--- src/rtl/sr_latch_sequencer.sv ---
// Sequencer that drives a bank of gated SR latches on behalf of two requesters.
// Each operation runs SETUP -> ENABLE -> HOLD -> CHECK -> DONE and then reads
// back the latch Q to confirm the write took. Requests are arbitrated
// round-robin. Every output is a flop.
//
// state  | meaning
// IDLE   | waiting for a request; the winner gets its grant at the leaving edge
// SETUP  | s or r asserted on the target bit, enable low
// ENABLE | enable pulse on the target bit for EN_CYCLES cycles
// HOLD   | enable low, s/r still held so data is stable at the gate close
// CHECK  | drives low, Q of the target bit sampled at the end of the cycle
// DONE   | done pulse with requester id and error flag
module sr_latch_sequencer #(
  parameter int N_LATCH   = 8,
  parameter int EN_CYCLES = 2,
  parameter int IW        = (N_LATCH > 1) ? $clog2(N_LATCH) : 1
) (
  input  logic               clk,
  input  logic               rst_n,
  input  logic               req0,
  input  logic               req1,
  input  logic               op0,
  input  logic               op1,
  input  logic [IW-1:0]      idx0,
  input  logic [IW-1:0]      idx1,
  output logic               gnt0,
  output logic               gnt1,
  output logic               busy,
  output logic               done,
  output logic               done_id,
  output logic               err,
  output logic [N_LATCH-1:0] latch_s,
  output logic [N_LATCH-1:0] latch_r,
  output logic [N_LATCH-1:0] latch_en,
  input  logic [N_LATCH-1:0] latch_q
);

  typedef enum logic [2:0] {IDLE, SETUP, ENABLE, HOLD, CHECK, DONE} state_t;

  localparam logic [N_LATCH-1:0] ONE = N_LATCH'(1);

  state_t               state;
  logic                 last;
  logic                 op_q;
  logic [IW-1:0]        idx_q;
  logic                 bad_q;
  logic [3:0]           cnt;

  logic                 win_id;
  logic                 win_op;
  logic [IW-1:0]        win_idx;
  logic [N_LATCH-1:0]   win_sel;
  logic [N_LATCH-1:0]   sel_q;
  logic                 q_bit;

  // Winner selection; an out-of-range index shifts the one-hot to all zeros,
  // which doubles as the bad-index flag.
  always_comb begin
    win_id  = req1;
    if (req0 && req1) win_id = ~last;
    win_op  = win_id ? op1 : op0;
    win_idx = win_id ? idx1 : idx0;
    win_sel = ONE << win_idx;
    sel_q   = ONE << idx_q;
    q_bit   = |(latch_q & sel_q);
  end

  // Sequencing FSM; all bank drives and status outputs are registered here.
  always_ff @(posedge clk or negedge rst_n) begin
    if (!rst_n) begin
      state    <= IDLE;
      last     <= 1'b1;
      op_q     <= 1'b0;
      idx_q    <= '0;
      bad_q    <= 1'b0;
      cnt      <= '0;
      gnt0     <= 1'b0;
      gnt1     <= 1'b0;
      busy     <= 1'b0;
      done     <= 1'b0;
      done_id  <= 1'b0;
      err      <= 1'b0;
      latch_s  <= '0;
      latch_r  <= '0;
      latch_en <= '0;
    end else begin
      gnt0    <= 1'b0;
      gnt1    <= 1'b0;
      done    <= 1'b0;
      done_id <= 1'b0;
      err     <= 1'b0;
      case (state)
        IDLE: begin
          busy <= 1'b0;
          if (req0 || req1) begin
            gnt0    <= ~win_id;
            gnt1    <= win_id;
            last    <= win_id;
            op_q    <= win_op;
            idx_q   <= win_idx;
            bad_q   <= (win_sel == '0);
            busy    <= 1'b1;
            latch_s <= win_op ? win_sel : '0;
            latch_r <= win_op ? '0 : win_sel;
            state   <= SETUP;
          end
        end
        SETUP: begin
          if (bad_q) begin
            state <= CHECK;
          end else begin
            latch_en <= sel_q;
            cnt      <= 4'(EN_CYCLES - 1);
            state    <= ENABLE;
          end
        end
        ENABLE: begin
          if (cnt == '0) begin
            latch_en <= '0;
            state    <= HOLD;
          end else begin
            cnt <= cnt - 4'd1;
          end
        end
        HOLD: begin
          latch_s <= '0;
          latch_r <= '0;
          state   <= CHECK;
        end
        CHECK: begin
          done    <= 1'b1;
          done_id <= last;
          err     <= bad_q | (q_bit != op_q);
          state   <= DONE;
        end
        DONE: begin
          busy  <= 1'b0;
          state <= IDLE;
        end
        default: state <= IDLE;
      endcase
    end
  end

endmodule

--- config.mk ---
export PLATFORM = sky130hd
export DESIGN_NAME = sr_latch_sequencer
export DESIGN_NICKNAME = d
export VERILOG_FILES = /design/src/rtl/sr_latch_sequencer.sv
export SDC_FILE = /design/constraint.sdc
export NUM_CORES = 1
export LEC_CHECK = 0
export ABC_CLOCK_PERIOD_IN_PS = 2050
export CAP_MARGIN = 40
export CORE_UTILIZATION = 35
export CTS_BUF_LIST = sky130_fd_sc_hd__clkbuf_8 sky130_fd_sc_hd__clkbuf_16
export DETAILED_ROUTE_END_ITERATION = 8
export MAX_ROUTING_LAYER = met4
export PLACE_DENSITY = 0.66
export SYNTH_ARGS = -nofsm -noshare
export SYNTH_HDL_FRONTEND = slang
export SYNTH_SLANG_ARGS = --single-unit
--- constraint.sdc ---
create_clock -name clk -period 2.05 [get_ports clk]
set_clock_uncertainty 0.05 [all_clocks]
set_input_delay 0.41 -clock clk [delete_from_list [all_inputs] [get_ports clk]]
set_output_delay 0.41 -clock clk [all_outputs]
set_load 0.005 [all_outputs]
==> impl_metrics.yaml, run 1 <==
# physical design summary
run_status:
  status: "completed"
synth:
  fp_nets: 196
  ys_area_um2: 1960
  ys_cells: 174
  synth_top_area_share_pct: 53.6
  top_logic_kind: "AND-OR/OR-AND gates"
  top_cells_by_area: "dfrtp_1 (54%), o2bb2ai_1 (8.5%), nand2_1 (3.1%)"
  numSynthFlops: 43
  yosysSeqAreaShare_pct: 55.0
  syn_area_um2: 1960
  edf_count: 0
  syn_inst: 174
clock_network:
  cts_made_buffers: 5
  tritoncts: "built"
  clkSinkCount: 43
power_and_ir_drop:
  total_power_w: 0.00329
  seq_power_share_pct: 41.4
  p_leak_nw: 1.18
  p_sw_share_pct: 34.4
  comb_power_share_pct: 41.7
floorplan:
  fp_util_pct: 37.4
  core_area_um2: 5240
  die_h_um: 76.8
  die_w_um: 76.8
routing:
  routed_via_density: 4.93
  wl_met1_um: 2080
  post_drt_wl_per_cell_um: 13.9
  drtAntennaViolNets: 0
placed_design:
  hpwlAfterDp_um: 3090
  dp_cells: 298
  place_area_um2: 2620
worst_setup_path:
  rr_startpoint: "cnt[0]"
  startpoint_type: "register"
  worstPathRequired_ns: 2.19
  critPathKind: "reg -> reg"
flow_run:
  cap_viol_max_count: 0
global_route:
  grt_pass1_vias: 1563
  grt_use_total_pct: 16.3
timing:
  finalHoldViolCount: 0
  relSlewSlack_pct: 68.5
  hold_slack_ns: 0.0206
  finalSetupViolCount: 0
cells_and_area:
  fin_area_um2: 2720
  fin_nets: 257
  layout_top_cell: "clkdlybuf4s50_1"
  layout.cells.non_filler: 306
==> run 1: critical path, stage by stage, from the launching register on <==
cell	delay, ns
dfrtp_1	0.41
inv_1	0.09
ha_1	0.13
or3b_2	0.47
nand2_1	0.10
nand2_1	0.18
a22o_1	0.28
==> run 1: cell type report <==
type	count	area, um2	share of cell area [%]
clock buffers	6	82.6	3.04
clock inverters	2	12.5	0.461
inverters	7	26.3	0.967
multi-input cells	115	802	29.5
flip-flops and latches	43	1080	39.7
well taps	70	87.6	3.22
repair buffers	63	628	23.1
==> run 1: metal layers <==
layer	track usage, %	vias to the layer above
met5	-	-
met3	4.29	7
met2	25.6	38
li1	-	751
met1	20.6	714
met4	4.62	0
==> run 1: final timing paths <==
check	cells after the start	slack [ns]	to
hold reg to reg	1	0.45	latch_en[6]
max in group asynchronous	2	1.67	last
hold / removal	2	0.02	cnt[0]
setup / recovery	6	0.23	latch_en[0]
setup reg to reg	6	0.23	latch_en[0]
min in group clk	1	0.45	latch_en[6]
==> run 1: state kept, by name, indices dropped and copies added, names as in the netlist, 3 cells and up <==
register  count
state         3
idx_q         3
latch_en      8
latch_s       8
latch_r       8
cnt           4
==> run 1: power groups by stage <==
stage               clock [W]  sequential (W)  combinational [W]
global route         0.000612         0.00141            0.00153
CTS                  0.000578         0.00136            0.00139
detailed placement          0         0.00137            0.00138
global placement            0         0.00137            0.00137
finish               0.000557         0.00136            0.00137
floorplan                   0         0.00126           0.000855
==> run 1: logic make-up (layout without fill, tap and decap cells) <==
kind of cell	count (synthesis)	in the layout
AND-OR/OR-AND	47	47
XOR/XNOR	4	4
adder cells (fa/ha/maj)	2	2
buffers and inverters	16	78
flip-flops	43	43
multiplexers	4	4
AND/OR/NAND/NOR	58	58
Run 1, signal wires on met1:
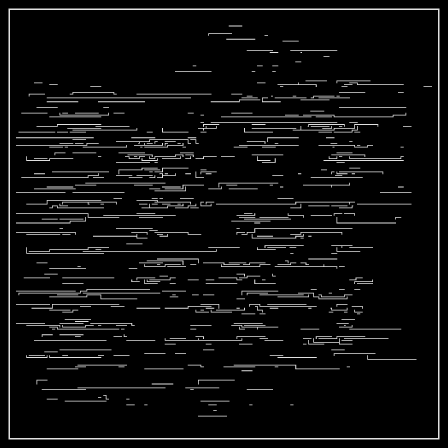
share of all routed wire: 49%
longest straight run: 25.8 um
main direction: horizontal
wire length on this layer: 2080 um

Run 1, the metal 2 layer:
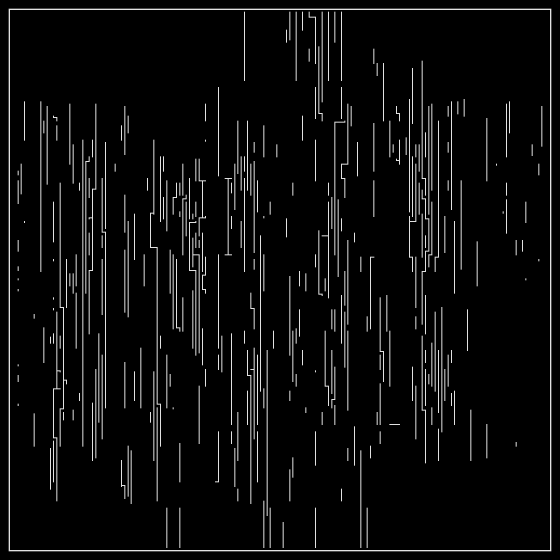
main direction: vertical
longest straight run: 43.5 um
share of all routed wire: 46%

Run 1, metal 3:
The bar under the picture is 20 um long. Cells faint in the background.
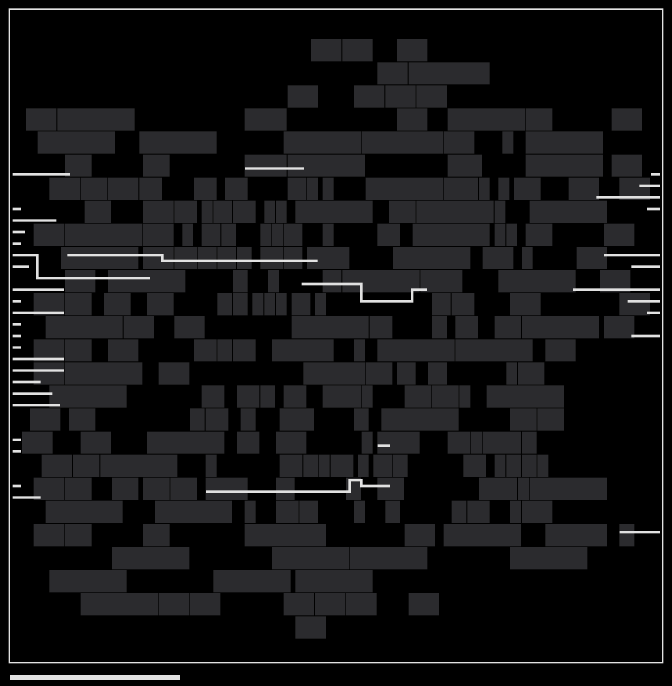
longest straight run: 18.2 um
nets with wire on the layer: 34
share of all routed wire: 4.7%
wire length on this layer: 199 um

Run 1, sequential cells colored by netlist name:
The bar under the picture is 20 um long.
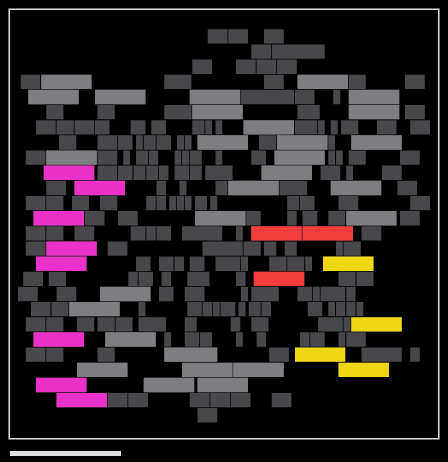

==> run 1 -> run 2 <==
--- a/config.mk
+++ b/config.mk
@@ -8,7 +8,7 @@
 export ABC_CLOCK_PERIOD_IN_PS = 2050
 export CAP_MARGIN = 40
 export CORE_UTILIZATION = 35
-export CTS_BUF_LIST = sky130_fd_sc_hd__clkbuf_8 sky130_fd_sc_hd__clkbuf_16
+export CTS_BUF_LIST = sky130_fd_sc_hd__clkbuf_16
 export DETAILED_ROUTE_END_ITERATION = 8
 export MAX_ROUTING_LAYER = met4
 export PLACE_DENSITY = 0.66
Run 2, sequential cells colored by netlist name:
The bar under the picture is 20 um long.
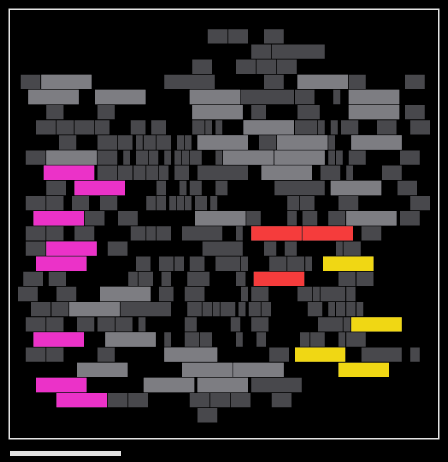
[red] `state` | placed flops: 3
[yellow] `cnt` | placed flops: 4 | where: bottom right
[magenta] `latch_s` | placed flops: 8
not colored: 28

Run 2, signal wires on met1:
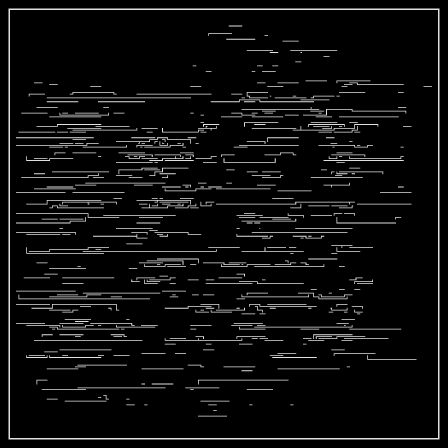
nets with wire on the layer: 224
main direction: horizontal
longest straight run: 25.8 um

Run 2, the metal 2 layer:
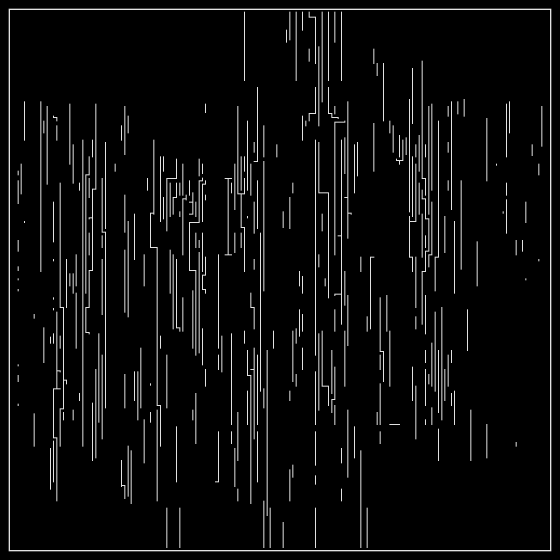
nets with wire on the layer: 220
main direction: vertical
share of all routed wire: 46%
longest straight run: 43.5 um

==> run 2 against run 1 <==
Routed wire length grew 1.3%. Non-clock buffer count stayed put. Synthesized area unchanged. Maximum frequency is essentially flat. Via count hardly changed. Worst setup slack gained 0.0015 ns. First-iteration DRC count fell by 5.7%. Sequential share of layout area down 0.66 points. Sequential power is essentially flat. Worst hold slack better by 0.016 ns. Global-route usage grew 0.18 points. Critical endpoint unchanged. Largest power group unchanged.
==> impl_metrics.yaml, run 2 <==
# physical design summary
worst_setup_path:
  critPathKind: "reg -> reg"
  cpMaxStageDelayCell: "or3b_2"
  crit_chain: "inv_1, ha_1, or3b_2, nand2_1, nand2_1, a22o_1"
  worstPathRequired_ns: 2.17
  critPathTopFamily: "simple AND/OR/NAND/NOR gates"
  rr_startpoint: "cnt[0]"
  critPathBufInv: 1
cells_and_area:
  layout_top_cell: "clkdlybuf4s50_1"
  largestRegisters: "latch_en x8, latch_r x8, latch_s x8"
  fin_nets: 257
  register_area_um2: 1080
synth:
  fp_nets: 196
  syn_inst: 174
  edf_count: 0
  ys_cells: 174
  ys_area_um2: 1960
  syn_area_um2: 1960
  yosysSeqAreaShare_pct: 55.0
placed_design:
  hpwlAfterDp_um: 3090
  place_area_um2: 2620
clock_network:
  clkSinkCount: 43
  cts_made_buffers: 5
  tritoncts: "built"
routing:
  drtAntennaViolNets: 0
  routed_via_density: 4.93
run_status:
  status: "completed"
timing:
  finalHoldViolCount: 0
  relSlewSlack_pct: 67.0
  finalSetupViolCount: 0
floorplan:
  die_w_um: 76.8
  fp_util_pct: 37.4
  core_area_um2: 5240
  die_h_um: 76.8
flow_run:
  cap_viol_max_count: 0
global_route:
  grt_use_total_pct: 16.5
  grt_pass1_vias: 1573
==> run 2: cell counts after synthesis <==
Identical to the previous run, type by type.
==> run 2: path summary, 6_finish.rpt <==
kind / to / slack (ns) / cells after the start
min in group clk: latch_en[6] / 0.44 / 1
worst max-delay path: latch_en[0] / 0.23 / 6
worst min register to register: latch_en[6] / 0.44 / 1
max in group asynchronous: last / 1.65 / 2
worst min-delay path: cnt[2] / 0.04 / 2
worst max register to register: latch_en[0] / 0.23 / 6
==> run 2: metal layers <==
metal / vias up / GRT usage (%) / wire length, um
li1: 754 / - / -
met1: 712 / 20.5 / 2100
met2: 37 / 26.0 / 1980
met3: 6 / 3.93 / 182
met4: 0 / 5.77 / 61
met5: - / - / 0
==> run 2: report_power, final <==
group	leakage (nW)	internal [W]	switching, W
Clock	0.0726	0.000444	0.000312
Sequential	0.568	0.00111	0.000254
Combinational	0.561	0.000781	0.000593
==> run 2: logic make-up after synthesis <==
group / synth area share (%)
AND-OR/OR-AND: 19.2
XOR/XNOR: 1.79
adder cells (fa/ha/maj): 1.28
buffers and inverters: 4.09
flip-flops: 55.0
multiplexers: 3.70
AND/OR/NAND/NOR: 15.0
==> run 2: through the flow <==
stage,hold slack [ns],power (W)
4_1_cts,0.0524,0.00354
3_3_place_gp,0.354,0.00274
6_report,0.0367,0.00349
2_1_floorplan,0.0644,0.00211
5_1_grt,0.0628,0.00375
3_5_place_dp,0.352,0.00276
==> run 2: area by class of cell <==
| class | instances | share of cell area [%] |
|---|---|---|
| Multi-Input combinational cell | 115 | 29.0 |
| Timing Repair Buffer | 63 | 22.7 |
| Tap cell | 70 | 3.17 |
| Clock buffer | 5 | 4.53 |
| Inverter | 7 | 0.951 |
| Clock inverter | 3 | 0.589 |
| Sequential cell | 43 | 39.0 |
Power and IR drop assume default switching activity.
